`src/rtl/demux_prio_router_pkg.sv`:
```
// Shared definitions for the priority demux router and its match encoder.
//   state_e    : router FSM states (IDLE = nothing held, HOLD = word held)
//   DROP_CNT_W : width of the saturating dropped-word counter
package demux_prio_router_pkg;

   typedef enum logic [0:0] {
      IDLE = 1'b0,
      HOLD = 1'b1
   } state_e;

   localparam int DROP_CNT_W = 8;

   // Index width that stays legal when there is a single output.
   function automatic int idx_w(input int n);
      return (n > 1) ? $clog2(n) : 1;
   endfunction

endpackage

```
`src/rtl/demux_prio_router_if.sv`:
```
// Handshake bundle between an upstream producer and the router outputs.
//   in_valid/in_ready/in_data : single input stream
//   sel                       : NUM_OUT select fields, field i at [i*SEL_W +: SEL_W]
//   out_valid/out_ready       : per-output handshake
//   out_data                  : word i at [i*DATA_W +: DATA_W]
// Modports: slave = router view, master = environment view.
interface demux_prio_router_if #(
   parameter int DATA_W  = 2,
   parameter int NUM_OUT = 2,
   parameter int SEL_W   = 2
);
   logic                      in_valid;
   logic                      in_ready;
   logic [DATA_W-1:0]         in_data;
   logic [NUM_OUT*SEL_W-1:0]  sel;
   logic [NUM_OUT-1:0]        out_valid;
   logic [NUM_OUT-1:0]        out_ready;
   logic [NUM_OUT*DATA_W-1:0] out_data;

   modport slave (
      input  in_valid, in_data, sel, out_ready,
      output in_ready, out_valid, out_data
   );

   modport master (
      output in_valid, in_data, sel, out_ready,
      input  in_ready, out_valid, out_data
   );
endinterface

```
`src/rtl/demux_prio_router_prio_match_enc.sv`:
```
// Combinational priority match encoder.
//   sel : NUM_OUT packed select fields
//   hit : some field equals MATCH
//   idx : lowest index whose field equals MATCH (0 when no hit)
module prio_match_enc
   import demux_prio_router_pkg::*;
#(
   parameter int                NUM_OUT = 2,
   parameter int                SEL_W   = 2,
   parameter logic [SEL_W-1:0]  MATCH   = '0,
   localparam int               IDX_W   = idx_w(NUM_OUT)
) (
   input  logic [NUM_OUT*SEL_W-1:0] sel,
   output logic                     hit,
   output logic [IDX_W-1:0]         idx
);

   // Scan high to low so the lowest matching index is the last write.
   always_comb begin
      hit = 1'b0;
      idx = '0;
      for (int i = NUM_OUT - 1; i >= 0; i--) begin
         if (sel[i*SEL_W +: SEL_W] == MATCH) begin
            hit = 1'b1;
            idx = IDX_W'(i);
         end
      end
   end

endmodule

```
`src/rtl/demux_prio_router.sv`:
```
// Registered 1-to-N priority demultiplexer.
//   clk, rst_n  : clock, async active-low reset
//   bus         : handshake bundle (slave view)
//   drop_pulse  : one cycle after an accepted word matched no output
//   drop_count  : saturating count of dropped words
// An accepted word goes to the lowest output whose select field equals
// MATCH and is held there until that output takes it.
module demux_prio_router
   import demux_prio_router_pkg::*;
#(
   parameter int                DATA_W  = 2,
   parameter int                NUM_OUT = 2,
   parameter int                SEL_W   = 2,
   parameter logic [SEL_W-1:0]  MATCH   = '0
) (
   input  logic                   clk,
   input  logic                   rst_n,
   demux_prio_router_if.slave     bus,
   output logic                   drop_pulse,
   output logic [DROP_CNT_W-1:0]  drop_count
);

   localparam int         IDX_W  = idx_w(NUM_OUT);
   localparam logic [0:0] S_IDLE = IDLE;
   localparam logic [0:0] S_HOLD = HOLD;

   logic [0:0]        state;
   logic [IDX_W-1:0]  dest;
   logic [DATA_W-1:0] data_q;

   logic              hit;
   logic [IDX_W-1:0]  idx;
   logic              dest_rdy;
   logic              rls;
   logic              acc;

   prio_match_enc #(
      .NUM_OUT (NUM_OUT),
      .SEL_W   (SEL_W),
      .MATCH   (MATCH)
   ) u_enc (
      .sel (bus.sel),
      .hit (hit),
      .idx (idx)
   );

   // Only the destination's ready matters; other outputs' readies are ignored.
   assign dest_rdy     = bus.out_ready[dest];
   assign rls          = (state == S_HOLD) && dest_rdy;
   assign bus.in_ready = (state == S_IDLE) || dest_rdy;
   assign acc          = bus.in_valid && bus.in_ready;

   // Outputs decode from state so an async reset clears them immediately,
   // and non-destination slots are structurally zero.
   for (genvar i = 0; i < NUM_OUT; i++) begin : g_out
      logic sel_i;
      assign sel_i                            = (state == S_HOLD) && (dest == IDX_W'(i));
      assign bus.out_valid[i]                 = sel_i;
      assign bus.out_data[i*DATA_W +: DATA_W] = sel_i ? data_q : '0;
   end

   always_ff @(posedge clk or negedge rst_n) begin
      if (!rst_n) begin
         state      <= S_IDLE;
         dest       <= '0;
         data_q     <= '0;
         drop_pulse <= 1'b0;
         drop_count <= '0;
      end else begin
         drop_pulse <= 1'b0;
         if (acc) begin
            // An accept while holding implies the held word is released now,
            // so the new word (or the drop) replaces it with no bubble.
            if (hit) begin
               state  <= S_HOLD;
               dest   <= idx;
               data_q <= bus.in_data;
            end else begin
               state      <= S_IDLE;
               data_q     <= '0;
               drop_pulse <= 1'b1;
               if (drop_count != '1)
                  drop_count <= drop_count + 1'b1;
            end
         end else if (rls) begin
            state  <= S_IDLE;
            data_q <= '0;
         end
      end
   end

endmodule
```
`src/flat_wrapper.sv`:
```
// flat-port wrapper written by rule: the top's interface ports become plain ports
module demux_prio_router_flat import demux_prio_router_pkg::*;
#(
   parameter int                DATA_W  = 2,
   parameter int                NUM_OUT = 2,
   parameter int                SEL_W   = 2,
   parameter logic [SEL_W-1:0]  MATCH   = '0
)
  (clk, rst_n, drop_pulse, drop_count, bus_in_valid, bus_in_data, bus_sel, bus_out_ready, bus_in_ready, bus_out_valid, bus_out_data);
  demux_prio_router_if #(.DATA_W(DATA_W), .NUM_OUT(NUM_OUT), .SEL_W(SEL_W)) bus_i ();
  input  logic clk;
  input  logic rst_n;
  output logic drop_pulse;
  output logic [DROP_CNT_W-1:0] drop_count;
  input wire logic [$bits(bus_i.in_valid)-1:0] bus_in_valid;
  input wire logic [$bits(bus_i.in_data)-1:0] bus_in_data;
  input wire logic [$bits(bus_i.sel)-1:0] bus_sel;
  input wire logic [$bits(bus_i.out_ready)-1:0] bus_out_ready;
  output wire logic [$bits(bus_i.in_ready)-1:0] bus_in_ready;
  output wire logic [$bits(bus_i.out_valid)-1:0] bus_out_valid;
  output wire logic [$bits(bus_i.out_data)-1:0] bus_out_data;
  assign bus_i.in_valid = bus_in_valid;
  assign bus_i.in_data = bus_in_data;
  assign bus_i.sel = bus_sel;
  assign bus_i.out_ready = bus_out_ready;
  assign bus_in_ready = bus_i.in_ready;
  assign bus_out_valid = bus_i.out_valid;
  assign bus_out_data = bus_i.out_data;
  demux_prio_router #(.DATA_W(DATA_W), .NUM_OUT(NUM_OUT), .SEL_W(SEL_W), .MATCH(MATCH)) u_core (.clk(clk), .rst_n(rst_n), .bus(bus_i), .drop_pulse(drop_pulse), .drop_count(drop_count));
endmodule
```
`config.mk`:
```
export PLATFORM = sky130hd
export DESIGN_NAME = demux_prio_router_flat
export DESIGN_NICKNAME = d
export VERILOG_FILES = /design/src/rtl/demux_prio_router_pkg.sv /design/src/rtl/demux_prio_router_if.sv /design/src/rtl/demux_prio_router_prio_match_enc.sv /design/src/rtl/demux_prio_router.sv /design/src/flat_wrapper.sv
export SDC_FILE = /design/constraint.sdc
export NUM_CORES = 1
export LEC_CHECK = 0
export ABC_AREA = 0
export CAP_MARGIN = 20
export CORE_ASPECT_RATIO = 1.25
export CORE_MARGIN = 2
export CORE_UTILIZATION = 37
export CTS_BUF_LIST = sky130_fd_sc_hd__clkbuf_16
export DETAILED_ROUTE_END_ITERATION = 10
export PLACE_DENSITY = 0.76
export SYNTH_ARGS = -nofsm -noshare
export SYNTH_HDL_FRONTEND = slang
export SYNTH_SLANG_ARGS = --single-unit
```
`constraint.sdc`:
```
create_clock -name clk -period 1.3 [get_ports clk]
set_input_delay 0.195 -clock clk [delete_from_list [all_inputs] [get_ports clk]]
set_output_delay 0.195 -clock clk [all_outputs]
set_load 0.02 [all_outputs]
```
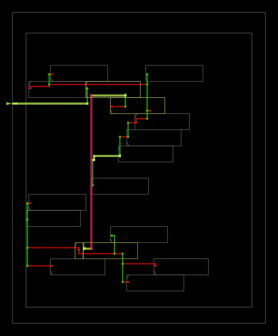
(images/final_clocks.png)
Late-Pin Clk Latency: 240 ps
count of sequential standard cells: 13
number of clock buffers inserted by TritonCTS: 3

==> commit_impl_results.txt <==
Record implementation results from latest flow run

* Number of gates on the worst path with buffers counted: 6
- Start point of the critical path: u_core.dest$_DFFE_PN0P_
- The detailed router reports a met2 wire length of 1020 µm.
- Per the detail_route report, vias per standard cell equal 5.36.
* Adder Area Share: 0.0180
- Total Power: 2250 µW
- Filler instances: 135
* CP endpoint kind: flip-flop
- On the reported timing paths, the clock transition at the registers reads 40 ps.
- Maximum buffer depth of the clock tree: 2
* Well-tap cell count: 19
* Violated checks: setup timing
- Tmin final: 1590 ps
* Outcome: complete, but fails checks
* Number of maximum-capacitance violations: 0
* Mapped Nets: 76
- Clock buffers in the final layout number 3.
- STA puts the critical path data arrival time at 1710 ps.
* # Cells Yosys: 64
- Share of cell area taken by flip-flops and latches: 0.259
* Minimum setup slack in the final design: -292 ps
* TritonCTS Sinks: 13
- The script extracted a total leakage power of 0.000619 µW.
* Detailed-route wire length on metal 1: 750 µm
- The detailed router reported a total wirelength of 1980 µm.
* Internal Dissipation: 1520 µW
- Final setup violation count: 16
- Per Yosys stat, the portion of area used by sequential elements is 0.468.
- The multi-input combinational cells in the finished layout cover a total of 372 µm².
- Summing all non-filler instances in the final layout gives an area of 1290 µm².
- Sum of net half-perimeters after detailed placement: 1440 µm
- Share of post-route cells with drive strength above 1: 0.508
- Post-Syn Instances: 64
- In the setup report, the worst path falls into the class reg2reg.
* Cell class ranked first by area: non-clock buffers
* Max Fanout on Critical Path: 3
- Primary FF master, synth: sky130_fd_sc_hd__dfrtp_1
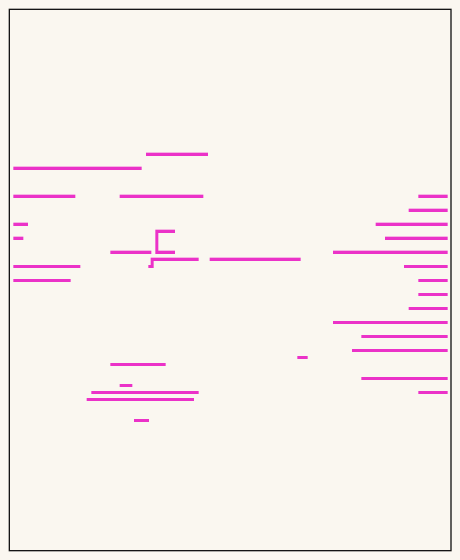
(images/met3.png)
The wires run mostly horizontal. The longest straight run is 12.2 µm. 29 nets have wire on it. The layer carries 176 µm of wire.

Power is estimated from default activity; no workload was simulated.
